$ cat config.mk
export PLATFORM = sky130hd
export DESIGN_NAME = credit_fifo_ctrl
export DESIGN_NICKNAME = d
export VERILOG_FILES = /design/src/rtl/credit_fifo_ctrl.sv
export SDC_FILE = /design/constraint.sdc
export NUM_CORES = 1
export LEC_CHECK = 0
export ABC_CLOCK_PERIOD_IN_PS = 5500
export CORE_MARGIN = 3
export CORE_UTILIZATION = 45
export DETAILED_ROUTE_END_ITERATION = 10
export PLACE_DENSITY = 0.81
export SYNTH_ARGS = -nofsm -noshare
export SYNTH_HDL_FRONTEND = slang
export SYNTH_SLANG_ARGS = --single-unit
$ cat constraint.sdc
create_clock -name clock -period 5.5 [get_ports clock]
set_input_delay 1.375 -clock clock [delete_from_list [all_inputs] [get_ports clock]]
set_output_delay 1.375 -clock clock [all_outputs]
set_load 0.05 [all_outputs]
$ cat src/rtl/credit_fifo_ctrl.sv
// rtl/credit_fifo_ctrl.sv - credit-flow FIFO controller around an external scdpram
//
// Turns one simple dual-port RAM (1-cycle registered read, old data on
// read/write collision) into a FIFO. The upstream side is credit based, the
// downstream side is valid/ready. A 2-entry output stage (out + skid) hides the
// RAM read latency so a steady stream moves at one word per cycle.
//
// Ports:
//   clock, resetn            clock and synchronous active-low reset
//   in_valid, in_data        upstream word (sent only while holding a credit)
//   credit_out               one-cycle pulse per word leaving the RAM
//   out_valid/ready/data     downstream valid/ready stream
//   ram_wren/write_addr/data RAM write port
//   ram_rden/read_addr       RAM read port request
//   ram_read_data            RAM read data, valid the cycle after ram_rden
//   fill_level               words currently held in the RAM
//   err_overflow             sticky: word arrived while the RAM was full
//
// Build option: CREDIT_FIFO_ERR_CHECK_EN enables the full check and the
// err_overflow flag; without it every in_valid is written.

module credit_fifo_ctrl #(
    parameter int WORD_WIDTH = 16,
    parameter int ADDR_WIDTH = 4,
    parameter int DEPTH      = 2 ** ADDR_WIDTH
) (
    input  logic                  clock,
    input  logic                  resetn,
    input  logic                  in_valid,
    input  logic [WORD_WIDTH-1:0] in_data,
    output logic                  credit_out,
    output logic                  out_valid,
    input  logic                  out_ready,
    output logic [WORD_WIDTH-1:0] out_data,
    output logic                  ram_wren,
    output logic [ADDR_WIDTH-1:0] ram_write_addr,
    output logic [WORD_WIDTH-1:0] ram_write_data,
    output logic                  ram_rden,
    output logic [ADDR_WIDTH-1:0] ram_read_addr,
    input  logic [WORD_WIDTH-1:0] ram_read_data,
    output logic [ADDR_WIDTH:0]   fill_level,
    output logic                  err_overflow
);

    localparam logic [ADDR_WIDTH-1:0] LAST_ADDR = ADDR_WIDTH'(DEPTH - 1);

    logic [ADDR_WIDTH-1:0] wr_ptr_q, wr_ptr_d;
    logic [ADDR_WIDTH-1:0] rd_ptr_q, rd_ptr_d;
    logic [ADDR_WIDTH:0]   count_q, count_d;
    logic                  rd_pending_q;
    logic                  out_valid_q, out_valid_d;
    logic [WORD_WIDTH-1:0] out_data_q, out_data_d;
    logic                  skid_valid_q, skid_valid_d;
    logic [WORD_WIDTH-1:0] skid_data_q, skid_data_d;

    logic       accept;
    logic       wr_fire;
    logic       rd_fire;
    logic       xfer;
    logic [1:0] slots_used;

`ifdef CREDIT_FIFO_ERR_CHECK_EN
    localparam logic [ADDR_WIDTH:0] FULL_COUNT = (ADDR_WIDTH + 1)'(DEPTH);
    logic err_q;
    assign accept       = (count_q != FULL_COUNT);
    assign err_overflow = err_q;

    always_ff @(posedge clock) begin
        if (!resetn) begin
            err_q <= 1'b0;
        end else if (in_valid && !accept) begin
            err_q <= 1'b1;
        end
    end
`else
    assign accept       = 1'b1;
    assign err_overflow = 1'b0;
`endif

    assign xfer    = out_valid_q && out_ready;
    assign wr_fire = in_valid && accept;

    // Output-stage slots already claimed (held or in flight), crediting the
    // slot freed by a transfer this cycle. Never exceeds 2, so 2 bits suffice.
    assign slots_used = 2'(out_valid_q) + 2'(skid_valid_q) + 2'(rd_pending_q) - 2'(xfer);
    assign rd_fire    = (count_q != '0) && (slots_used < 2'd2);

    assign ram_wren       = wr_fire;
    assign ram_write_addr = wr_ptr_q;
    assign ram_write_data = in_data;
    assign ram_rden       = rd_fire;
    assign ram_read_addr  = rd_ptr_q;

    // A read leaves the RAM the same cycle its credit is owed, so the
    // registered read strobe doubles as the credit pulse.
    assign credit_out = rd_pending_q;
    assign out_valid  = out_valid_q;
    assign out_data   = out_data_q;
    assign fill_level = count_q;

    always_comb begin
        wr_ptr_d = wr_ptr_q;
        rd_ptr_d = rd_ptr_q;
        count_d  = count_q;

        if (wr_fire) begin
            wr_ptr_d = (wr_ptr_q == LAST_ADDR) ? '0 : wr_ptr_q + 1'b1;
        end
        if (rd_fire) begin
            rd_ptr_d = (rd_ptr_q == LAST_ADDR) ? '0 : rd_ptr_q + 1'b1;
        end
        if (wr_fire && !rd_fire) begin
            count_d = count_q + 1'b1;
        end else if (!wr_fire && rd_fire) begin
            count_d = count_q - 1'b1;
        end
    end

    always_comb begin
        out_valid_d  = out_valid_q;
        out_data_d   = out_data_q;
        skid_valid_d = skid_valid_q;
        skid_data_d  = skid_data_q;

        if (xfer) begin
            if (skid_valid_q) begin
                // Older skid word goes first; returning data backfills skid.
                out_data_d   = skid_data_q;
                skid_valid_d = rd_pending_q;
                if (rd_pending_q) begin
                    skid_data_d = ram_read_data;
                end
            end else if (rd_pending_q) begin
                out_data_d = ram_read_data;
            end else begin
                out_valid_d = 1'b0;
            end
        end else if (rd_pending_q) begin
            if (!out_valid_q) begin
                out_valid_d = 1'b1;
                out_data_d  = ram_read_data;
            end else begin
                skid_valid_d = 1'b1;
                skid_data_d  = ram_read_data;
            end
        end
    end

    always_ff @(posedge clock) begin
        if (!resetn) begin
            wr_ptr_q     <= '0;
            rd_ptr_q     <= '0;
            count_q      <= '0;
            rd_pending_q <= 1'b0;
            out_valid_q  <= 1'b0;
            out_data_q   <= '0;
            skid_valid_q <= 1'b0;
            skid_data_q  <= '0;
        end else begin
            wr_ptr_q     <= wr_ptr_d;
            rd_ptr_q     <= rd_ptr_d;
            count_q      <= count_d;
            rd_pending_q <= rd_fire;
            out_valid_q  <= out_valid_d;
            out_data_q   <= out_data_d;
            skid_valid_q <= skid_valid_d;
            skid_data_q  <= skid_data_d;
        end
    end

endmodule

**Run 1: pin placement**

The bar under the picture is 20 µm long. Pins as bars across the die edge, other pins in grey.
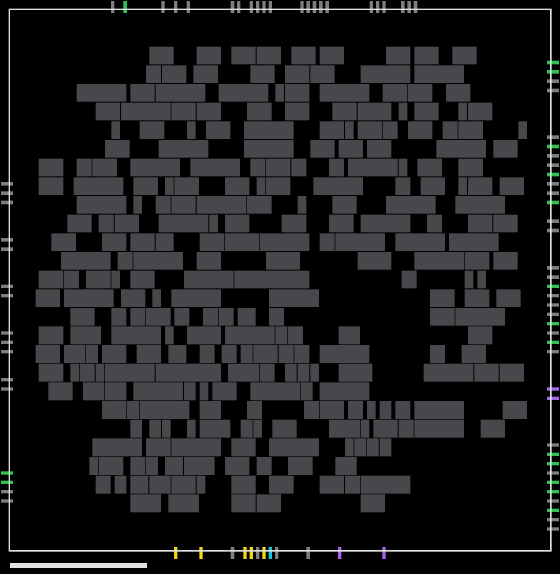
[`ram_write_addr`] purple | pins: 4 | direction: output | edge: 2 right, 2 bottom
[`ram_write_data`] green | pins: 16 | direction: output | edge: 13 right, 2 left, 1 top
[`out_valid`] cyan | pins: 1 | direction: output | edge: bottom
[`fill_level`] yellow | pins: 5 | direction: output | edge: bottom

**Run 1: sequential cells grouped by signal name**

The bar under the picture is 20 µm long.
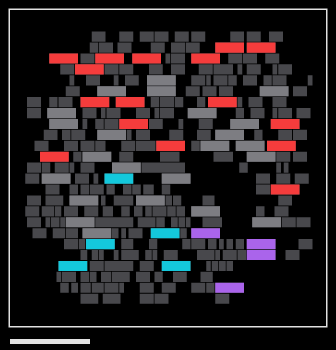
[`out_data`] red | sequential cells: 16
[`fill_level`] cyan | sequential cells: 5
[`ram_write_addr`] purple | sequential cells: 4 | where: bottom right

==> reports/metrics.cfg, run 1 <==
[place]
place_inst=330
place_congestion=0.760
dp_hpwl_um=3080
detailed_place.area_um2=2800

[floorplanning]
die-width_um=78.7
fp.dieH_um=78.7
io_pins=86
core_area_um2=4910
n_tap_cell=67
row_count=25
chip_area_um2=6200

[global_routing]
track_usage=0.147
grt_max_degree=37
met3_usage=0.0363
grt_first_pass_wirelength_um=7270
antenna_found_initial=0
met2_usage=0.254
met1_usage=0.173
grt_busiest_layer=met2

[flow_run]
cap_viol_max_count=0

[worst_hold_path]
hold_start=fill_level[4]$_SDFFE_PN0P_
min_path_cells=2
hold_end=fill_level[4]$_SDFFE_PN0P_
hold_path_class=reg2reg

[final_layout]
sh_comb_area=0.411
n_fill_cell=452
seq_cells=48
diodes=0
n_clock_buffer=6
final_util=0.595
seq_area_um2=961
syn_to_final_growth_pct=22.7
final-clk-cell-share=0.0416
postLayoutCellArea_um2=2920
nets=314
seq_share=0.329
num-nonclk-inverters=3
instances_no_fill=338
drive_above_1_share=0.0517
comb_cells=157
signal_buffers=55

[pwr]
p_seq_frac=0.326
p_seq_w=0.000485
peakVddDrop_mv=0.434
switching_power_w=0.000629
p_sw_frac=0.423
internal_power_w=0.000857
p_leak_nw=1.34
comb_power_w=0.000733
clock_power_w=0.000267
power.density_nw_per_um2=509
maxPowerGroup=combinational logic
combPwrFrac=0.494

[worst_setup_path]
cp_max_fo=4
crit_path_top_delay_cell=clkdlybuf4s50_1
cp_common_cell=clkdlybuf4s50_1
critPathLaunch=out_ready
endpoint=ram_rden
required_ns=4.12
cp.depth=5
slowest_delay_ns=0.85
end_kind=output pin
cp-start-kind=input port
crit_type=in2out
r2r_start=out_valid$_SDFFE_PN0P_
cp_data_arrival_time_ns=3.50
path_cells=clkdlybuf4s50_1, nor2b_1, ha_1, a221oi_4, clkdlybuf4s50_1
r2r_end=fill_level[4]$_SDFFE_PN0P_

[synthesis]
synthFlopType=dfxtp_1
syn-cell-area_um2=2380
top_logic_kind=multiplexers
synth_warnings=0
ys_types=33
synth_nets=282
yosys.area_share.simple=0.164
mux_share=0.164
synth.most_common_cell=dfxtp_1
ys_sh_aoi=0.118
top_area_frac=0.404
synth_top_cell_by_area=dfxtp_1
synth_adder_area_share=0.0452
common_cells=dfxtp_1 (48), mux2i_1 (39), nand2_1 (25)
synth.cellmix.xorXnorShare=0.0110
synthCells=238
edf_count=0
ys.flops=48

[clock_network]
post_cts_buffers=0
cts_tree=built
clock.latency.late_pin_ns=0.30
cts_buffer_depth=2
h-tree-depth=2
cts-resized-gates=0

[timing]
setup_ws_ns=0.627
report.final.slew_viol_count=0
slew_headroom=0.309
grt_setup_unrepaired=false
clock_skew_ns=0.0118
period_used_share=0.886
clock.fmax_mhz=205

[drt]
routedWlPerCell_um=13.1
viasPerCell=5.07
dr.max_layer_used=met4
wl_um=4430
drt-met1-wl_um=2050
drtPass1Iterations=4
wl_met3_um=190
drtAntennaViolNets=0
vias=1715

[outcome]
status=finished clean

**Run 1: M1 wires**

The bar under the picture is 20 µm long.
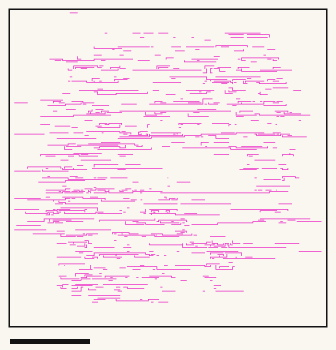
wire length on this layer: 2,050 µm
share of all routed wire: 46%
longest straight run: 27.6 µm

## run 1: cell usage in the layout (no fill, tap or decap), types with 2 or more instances in the layout
cell              n
xnor2_1           3
a21oi_1           7
and2_1            7
buf_4             3
o21ai_0           5
nor2_1            2
nor2b_1          22
nand3_1           4
nand2b_1          3
inv_1             3
dfxtp_1          48
clkdlybuf4s50_1  52
a31oi_1           2
o211a_1          16
ha_1              7
nand2_1          25
nand4b_1          2
clkbuf_8          6
mux2i_1          39
## run 1: sequential cells by signal, indices dropped and copies added, names as in the netlist
register,count
skid_valid_q,1
credit_out,1
skid_data_q,16
ram_read_addr,4
ram_write_addr,4
fill_level,5
out_data,16
out_valid,1
==> inputs of run 2 (changes only) <==
--- a/config.mk
+++ b/config.mk
@@ -9,6 +9,7 @@
 export CORE_MARGIN = 3
 export CORE_UTILIZATION = 45
 export DETAILED_ROUTE_END_ITERATION = 10
+export GPL_TIMING_DRIVEN = 0
 export PLACE_DENSITY = 0.81
 export SYNTH_ARGS = -nofsm -noshare
 export SYNTH_HDL_FRONTEND = slang
==> reports/metrics.cfg, run 2 <==
[worst_hold_path]
min_path_cells=1  ; -1
hold_end=out_data[5]$_SDFFE_PN0P_
hold_start=out_data[5]$_SDFFE_PN0P_

[worst_setup_path]
r2r_end=fill_level[4]$_SDFFE_PN0P_
cp-start-kind=input port
r2r_start=out_valid$_SDFFE_PN0P_
cp_common_cell=clkdlybuf4s50_1
cp.depth=5  ; unchanged
path_cells=clkdlybuf4s50_1, nor2b_1, ha_1, a221oi_4, clkdlybuf4s50_1
slowest_delay_ns=0.90  ; +0.05 ns
cp_data_arrival_time_ns=3.68  ; +0.18 ns
critPathLaunch=out_ready
crit_path_top_delay_cell=clkdlybuf4s50_1

[final_layout]
syn_to_final_growth_pct=36.8
instances_no_fill=381  ; +13%
n_clock_buffer=5  ; -1
sh_comb_area=0.368  ; -0.0431
comb_cells=157  ; unchanged
postLayoutCellArea_um2=3260  ; +11%
num-nonclk-inverters=3  ; unchanged
lay_top_cells=clkdlybuf4s50_1 (68), dfxtp_1 (48), mux2i_1 (39)
nets=357  ; +14%
signal_buffers=98  ; +78%
seq_cells=48  ; unchanged
seq_share=0.295  ; -0.0339
diodes=0  ; unchanged

[pwr]
p_sw_frac=0.435  ; +0.0113
p_seq_frac=0.320  ; -0.006
switching_power_w=0.000659  ; +4.8%
clock_power_w=0.000252  ; -6%
combPwrFrac=0.514  ; +0.020
power.density_nw_per_um2=466  ; -8.5%
maxPowerGroup=combinational logic
internal_power_w=0.000857  ; about the same
p_seq_w=0.000485  ; about the same

[outcome]
status=finished clean

[clock_network]
cts-resized-gates=0  ; unchanged

[timing]
clock_skew_ns=0.00454  ; -0.00721 ns
report.final.slew_viol_count=0  ; unchanged
clock.fmax_mhz=198  ; -3.5%
period_used_share=0.918  ; +0.0323
setup_ws_ns=0.449  ; -0.178 ns

[place]
place_congestion=0.756  ; -0.47%
place_inst=373  ; +13%
dp_hpwl_um=3840  ; +25%

[drt]
vias=1867  ; +8.9%
viasPerCell=4.90  ; -3.4%
wl_um=5040  ; +14%

[synthesis]
ys.flops=48  ; unchanged
ys_types=33  ; unchanged
edf_count=0  ; unchanged
synthFlopType=dfxtp_1
synth_nets=282  ; unchanged
synth_top_cell_by_area=dfxtp_1
synthCells=238  ; unchanged
synth_warnings=0  ; unchanged

[global_routing]
grt_first_pass_wirelength_um=8540  ; +18%
grt_max_degree=16  ; -57%

[floorplanning]
row_count=25  ; unchanged
io_pins=86  ; unchanged
core_area_um2=4910  ; unchanged

[flow_run]
cap_viol_max_count=0  ; unchanged

==> run 2: cell counts after synthesis <==
No cell type changed its count.
==> run 2: layer usage <==
metal	up-vias	global-route usage	part of all wire
met1	842	0.218	0.45
met2	64	0.288	0.47
met5	-	0	0
met4	0	0.0472	0.013
met3	5	0.0420	0.074
li1	956	-	-
==> run 2: kinds of logic (layout without fill, tap and decap cells) <==
logic type	Yosys count	count (layout)	share of synthesized area
AND-OR/OR-AND	34	34	0.118
XOR/XNOR	3	3	0.0110
adder cells (fa/ha/maj)	8	8	0.0452
buffers and inverters	33	109	0.0931
flip-flops	48	48	0.404
multiplexers	39	39	0.164
other	1	1	0.00158
AND/OR/NAND/NOR	72	72	0.164
**Run 2: sequential cells grouped by signal name**

The bar under the picture is 20 µm long.
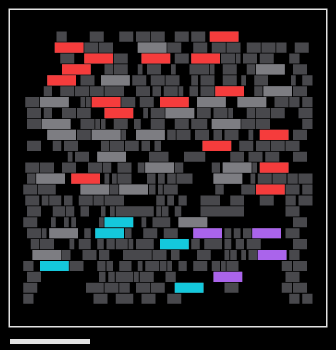
[`fill_level`] cyan | sequential cells: 5
[`ram_write_addr`] purple | sequential cells: 4 | where: bottom right
[`out_data`] red | sequential cells: 16
not coloured: 23

==> inputs of run 3 (changes only) <==
--- a/config.mk
+++ b/config.mk
@@ -8,6 +8,7 @@
 export ABC_CLOCK_PERIOD_IN_PS = 5500
 export CORE_MARGIN = 3
 export CORE_UTILIZATION = 45
+export CTS_BUF_LIST = sky130_fd_sc_hd__clkbuf_4
 export DETAILED_ROUTE_END_ITERATION = 10
 export GPL_TIMING_DRIVEN = 0
 export PLACE_DENSITY = 0.81
**Run 3: pin placement**

The bar under the picture is 20 µm long. Pins as bars across the die edge, other pins in grey.
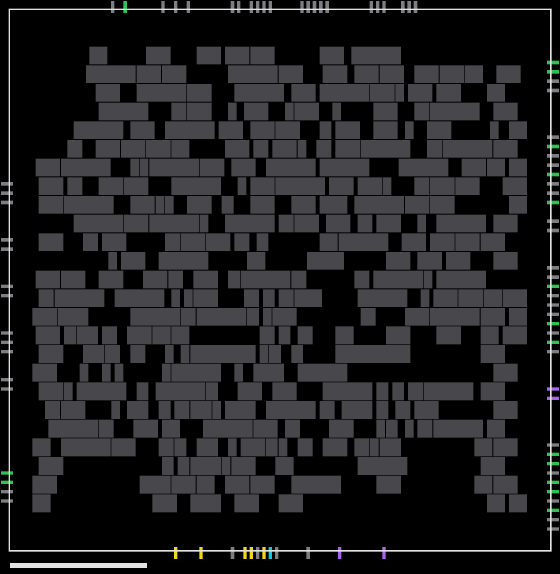
[`ram_write_addr`] purple | pins: 4 | direction: output | edge: 2 right, 2 bottom
[`fill_level`] yellow | pins: 5 | direction: output | edge: bottom
[`ram_write_data`] green | pins: 16 | direction: output | edge: 13 right, 2 left, 1 top
[`out_valid`] cyan | pins: 1 | direction: output | edge: bottom

==> reports/metrics.cfg, run 3 <==
[final_layout]
comb_cells=157  ; unchanged
diodes=0  ; unchanged
n_fill_cell=438
mi_logic_area_um2=1200
postLayoutCellArea_um2=3220  ; -0.96%
buf_share=0.276
nets=357  ; unchanged
lay_top_cells=clkdlybuf4s50_1 (68), dfxtp_1 (48), mux2i_1 (39)
seq_cells=48  ; unchanged
syn_to_final_growth_pct=35.5
num-nonclk-inverters=3  ; unchanged
signal_buffers=98  ; unchanged
sh_comb_area=0.371  ; +0.00357
seq_share=0.298  ; +0.00286
final-clk-cell-share=0.0248
instances_no_fill=381  ; unchanged
lay_top_count=clkdlybuf4s50_1
n_clock_buffer=5  ; unchanged
largestClassByArea=logic gates

[drt]
drtAntennaViolNets=0
wl_um=5030  ; about the same
viasPerCell=4.91  ; +0.21%
dr.max_layer_used=met4
drc_errors=0
wl_met3_um=356  ; -4.3%
drtPass1Iterations=4
vias=1871  ; +0.21%
routedWlPerCell_um=13.2
met2_length_um=2350  ; about the same
drt-met1-wl_um=2270  ; +0.75%
drtIter0Drc=41

[synthesis]
synth_top_cell_by_area=dfxtp_1
ys_cells=238
synthFlopType=dfxtp_1
synth_nets=282  ; unchanged
synth.most_common_cell=dfxtp_1
synthArstFlopShare=0
ys_seq_frac=0.404
ys_types=33  ; unchanged
synth_area_per_cell_um2=10.0
top_cells_by_area=dfxtp_1 (40%), mux2i_1 (16%), o211a_1 (6.7%), nor2b_1 (5.8%), buf_4 (5.7%)
synthCells=238  ; unchanged
syn-cell-area_um2=2380
common_cells=dfxtp_1 (48), mux2i_1 (39), nand2_1 (25)
top_area_frac=0.404
ys.flops=48  ; unchanged
yosys_area_um2=2380
synth_warnings=0  ; unchanged
edf_count=0  ; unchanged

[clock_network]
clock-root-buffer=clkbuf_4
cts_tree=built
clock.latency.late_pin_ns=0.35
numCtsBuffers=5
cts-resized-gates=0  ; unchanged
hold_buffers=0
h-tree-depth=2
post_cts_buffers=0
path_clk_slew_ns=0.13
clock-sinks=48

[worst_setup_path]
cp_max_fo=8
crit_path_top_delay_cell=clkdlybuf4s50_1
cp_data_arrival_time_ns=3.67  ; about the same
required_ns=4.12
critPathLaunch=out_ready
reg2reg_depth=11
cp-start-kind=input port
r2r_end=fill_level[4]$_SDFFE_PN0P_
slowest_delay_ns=0.90  ; about the same
r2r_start=out_valid$_SDFFE_PN0P_
cp.depth=5  ; unchanged
path_cells=clkdlybuf4s50_1, nor2b_1, ha_1, a221oi_4, clkdlybuf4s50_1
cp_common_cell=clkdlybuf4s50_1
critPathTopFamily=buffers and inverters
r2r_slack_ns=2.59
endpoint=ram_rden
end_kind=output pin
crit_type=in2out

[pwr]
p_seq_frac=0.330  ; +0.010
clock_power_w=0.000204  ; -19%
p_sw_frac=0.444  ; +0.00922
maxPowerGroup=combinational logic
internal_power_w=0.000817  ; -4.6%
clkPwrFrac=0.139
p_seq_w=0.000485  ; about the same
combPwrFrac=0.531  ; +0.017
p_leak_nw=1.49
comb_power_w=0.000780
power.density_nw_per_um2=456  ; -2.1%
switching_power_w=0.000652  ; -1.0%
peakVddDrop_mv=0.336

[timing]
finalSetupTns_ns=0
report.final.slew_viol_count=0  ; unchanged
setup_violations=0
slew_headroom=0.654
grt_setup_unrepaired=false
fin_crit_ns=5.05
clock_skew_ns=0.00717  ; +0.00262 ns
whs_ns=0.518
clock.fmax_mhz=198  ; about the same
period_used_share=0.918  ; about the same
finalHoldViolations=0

[global_routing]
grt.overflow.total=0
grt_busiest_layer=met2
met2_usage=0.284  ; -0.00424
grt_first_pass_wirelength_um=8480  ; -0.73%
grt_pass1_vias=1812
track_usage=0.170
met3_usage=0.0420  ; unchanged
grt_max_degree=16  ; unchanged
antenna_found_initial=0
met1_usage=0.219  ; +0.000709

[worst_hold_path]
hold_end=out_data[5]$_SDFFE_PN0P_
hold_start=out_data[5]$_SDFFE_PN0P_
min_path_cells=1  ; unchanged
hold_path_class=reg2reg

[place]
place_inst=373  ; unchanged
port_buffers=68
dp_hpwl_um=3840  ; unchanged
place_congestion=0.756  ; unchanged
detailed_place.area_um2=3140

[floorplanning]
fp_util=0.485
core_area_um2=4910  ; unchanged
fp.dieH_um=78.7
io_pins=86  ; unchanged
n_tap_cell=67
die-width_um=78.7
row_count=25  ; unchanged
chip_area_um2=6200

[flow_run]
cap_viol_max_count=0  ; unchanged

[outcome]
status=finished clean

==> run 3: netlist changes by cell type in the layout (fill, tap and decap cells not counted) <==
cell and delta:
clkbuf_8 -5, clkbuf_4 +5
==> run 3: cell families after synthesis <==
family / Yosys count / share of synthesized area
AOI/OAI and AO/OA: 34 / 0.118
adders and majority gates: 8 / 0.0452
DFF: 48 / 0.404
other: 1 / 0.00158
and+or+nand+nor: 72 / 0.164
xor gates and xnor gates: 3 / 0.0110
buffers and inverters: 33 / 0.0931
muxes: 39 / 0.164
==> run 3: per-stage QoR <==
step | total power [W] | util | worst slack (ns)
detailed placement | 0.00128 | 0.640 | 0.441
global route | 0.00156 | 0.657 | 0.336
finish | 0.00147 | 0.657 | 0.453
global placement | 0.00126 | 0.640 | 0.469
CTS | 0.00148 | 0.657 | 0.440
floorplan | 0.00105 | - | 1.61

==> gallery <==
Layout detail.
The bar under the picture is 20 µm long. Window x 14 to 64, y 29 to 79 µm. Cells in grey, sequential cells in the stronger grey; small squares are vias.
Plate I
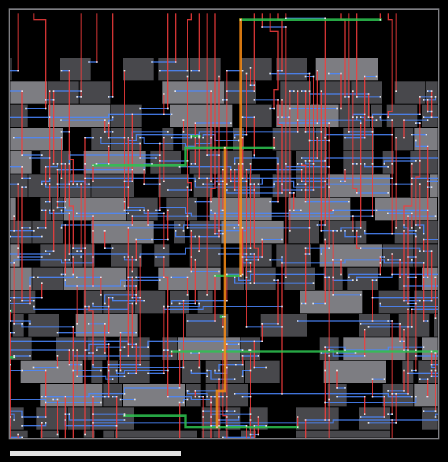
Plate II
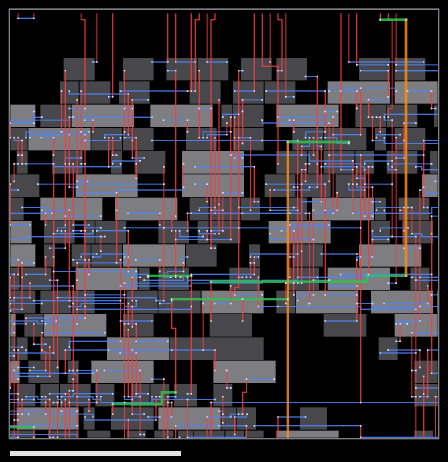
- run 1 = Plate II
- run 2 = Plate I

Key to Plate II:
[metal 4] orange
[metal 3] green
[metal 2] red
[metal 1] blue
netlist names of flops here include: `skid_data_q` (12), `out_data` (11)
most frequent: dfxtp_1 (27), mux2i_1 (26), clkdlybuf4s50_1 (19)
sequential cells in the window: 27
cells with their middle in the window: 126

Power is estimated from default activity; no workload was simulated.
